Design dadd_flag_wb_stage, sky130hd; sources not shown.
Figure 1. Supply network.
Pins as bars on the die edge. Tap cells in gray.
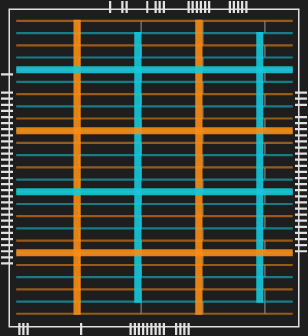
[VSS] orange
[VDD] cyan
met5 straps: 4
met1 rails: 25
signal pins: 91
rows: 24
Peak VDD IR: 0.422 mV
Die Width: 64.2 um
Die Ht: 70.4 um
core region area: 0.00402 mm^2

Figure 2. Placed cells, one color a class.
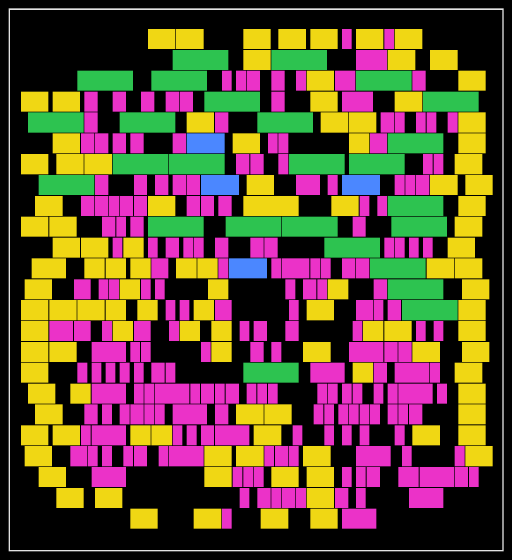
[combinational and other logic] magenta | cells: 209 | share of their area: 39%
[clock drivers and dummy loads] blue | cells: 4 | share of their area: 2.0%
[sequential cells] green | cells: 26 | share of their area: 19%
[remaining buffers and delay cells] yellow | cells: 110 | share of their area: 39%
fin util: 68.7%
flop share of the area: 18.8%
fin area: 0.00276 mm^2
Rows: 24

==> results.sh <==
# source this file to load flow results
export IMPL_hold_ws_ns=0.306
export IMPL_edf_count=0
export IMPL_initial_core_util_pct=41.3
export IMPL_ys_top_cells_by_count="46 x nand2_1, 39 x nor2_1, 30 x a21oi_1"
export IMPL_ant_nets=0
export IMPL_synth_cell_types=24
export IMPL_cts_tree="done"
export IMPL_status="finished clean"
export IMPL_hold_viol=0
export IMPL_clock_sinks=26
export IMPL_clock_latency_ns=0.27
export IMPL_crit_path_end_kind="output port"
export IMPL_hold_depth=2
export IMPL_place_ws_ns=-0.219
export IMPL_clk_power_mw=0.338
export IMPL_setup_viol=0
export IMPL_port_buffers=87
export IMPL_fin_nets=428
export IMPL_rsz0062_at_grt="no"
export IMPL_yosys_stat_seqShare_pct=31.3
export IMPL_crit_path_start_kind="input pin"
export IMPL_power_density_mw_per_mm2=503
export IMPL_mostFrequentLayoutCells="86 x clkdlybuf4s50_1, 46 x nand2_1, 39 x nor2_1"
export IMPL_max_freq_ghz=0.523
export IMPL_ys_cells=245
export IMPL_fin_crit_ns=1.91
export IMPL_place_area_mm2=0.00271
export IMPL_layout_drive_gt1_share_pct=11.5
export IMPL_grt_usage_pct=21.1
export IMPL_nFillCells=362
export IMPL_crit_top_cell="clkdlybuf4s50_1"
export IMPL_num_antenna_cells=0
export IMPL_cts_setup_buffers=0
export IMPL_p_int_mw=0.990
export IMPL_powerSeq_mw=0.569
export IMPL_slowest_stage="clkdlybuf4s50_1"
export IMPL_dr_pass1_iters=4
export IMPL_total_power_mw=1.39
export IMPL_postCtsHoldBufs=0
export IMPL_cts_buffer_depth=2
export IMPL_cap_violations=0
export IMPL_route_vias_total=1887
export IMPL_fin_ws_ns=0.0894
export IMPL_flop_cell="dfxtp_1"
export IMPL_ys_ff=26
export IMPL_required_ns=1.55
export IMPL_vias_per_cell=4.71
export IMPL_relSlewSlack_pct=79.1
export IMPL_syn_area_mm2=0.00166
export IMPL_grt_pass1_vias=1845
export IMPL_fin_cells=401
export IMPL_clockPowerShare_pct=24.3
export IMPL_clockRootBuffer="clkbuf_8"
export IMPL_yosysWarnings=0
export IMPL_synth_avg_cell_area_um2=6.78
export IMPL_largest_reg_flops=16
export IMPL_syn_inst=245
export IMPL_dieArea_mm2=0.00452
export IMPL_wire_per_inst_um=11.5
export IMPL_slowest_delay_ns=0.59
export IMPL_power_leader="sequential cells"
export IMPL_ys_area_mm2=0.00166
export IMPL_cp_max_fo=2
export IMPL_seqPwrFrac_pct=40.9
export IMPL_dp_hpwl_um=3820
export IMPL_tightest_slew_ns=0.312
export IMPL_crit_arrival_ns=1.46
export IMPL_cts_htree_levels=1
export IMPL_slew_viol_final=0
export IMPL_r2r_cells=7
export IMPL_grt_antenna_before_repair=0
export IMPL_rrSetupSlack_ns=0.50
export IMPL_wirelength_um=4610
==> kinds of logic after synthesis <==
logic type               share of synthesized area, %
AND/OR/NAND/NOR                                  25.1
adder cells (fa/ha/maj)                          12.1
buffers and inverters                            11.4
flip-flops                                       31.3
AND-OR/OR-AND                                    20.1
==> area by class of cell <==
type	count	area [um^2]	share of cell area [%]
Clock buffer	4	55.1	1.99
Sequential cell	26	520	18.8
Multi-Input combinational cell	180	951	34.4
Timing Repair Buffer	110	1060	38.3
Tap cell	52	65.1	2.35
Inverter	29	114	4.12
==> critical path: cells and delay by family <==
family,cells,cell delay (ns)
simple gates,1,0.06
buf+inv,3,1.10
==> per-layer routing <==
layer,track usage (%),part of all wire (%),vias up
li1,-,-,1007
met2,38.7,48,67
met5,0,0,-
met4,5.43,1.7,0
met3,4.90,7.0,8
met1,24.2,43,805
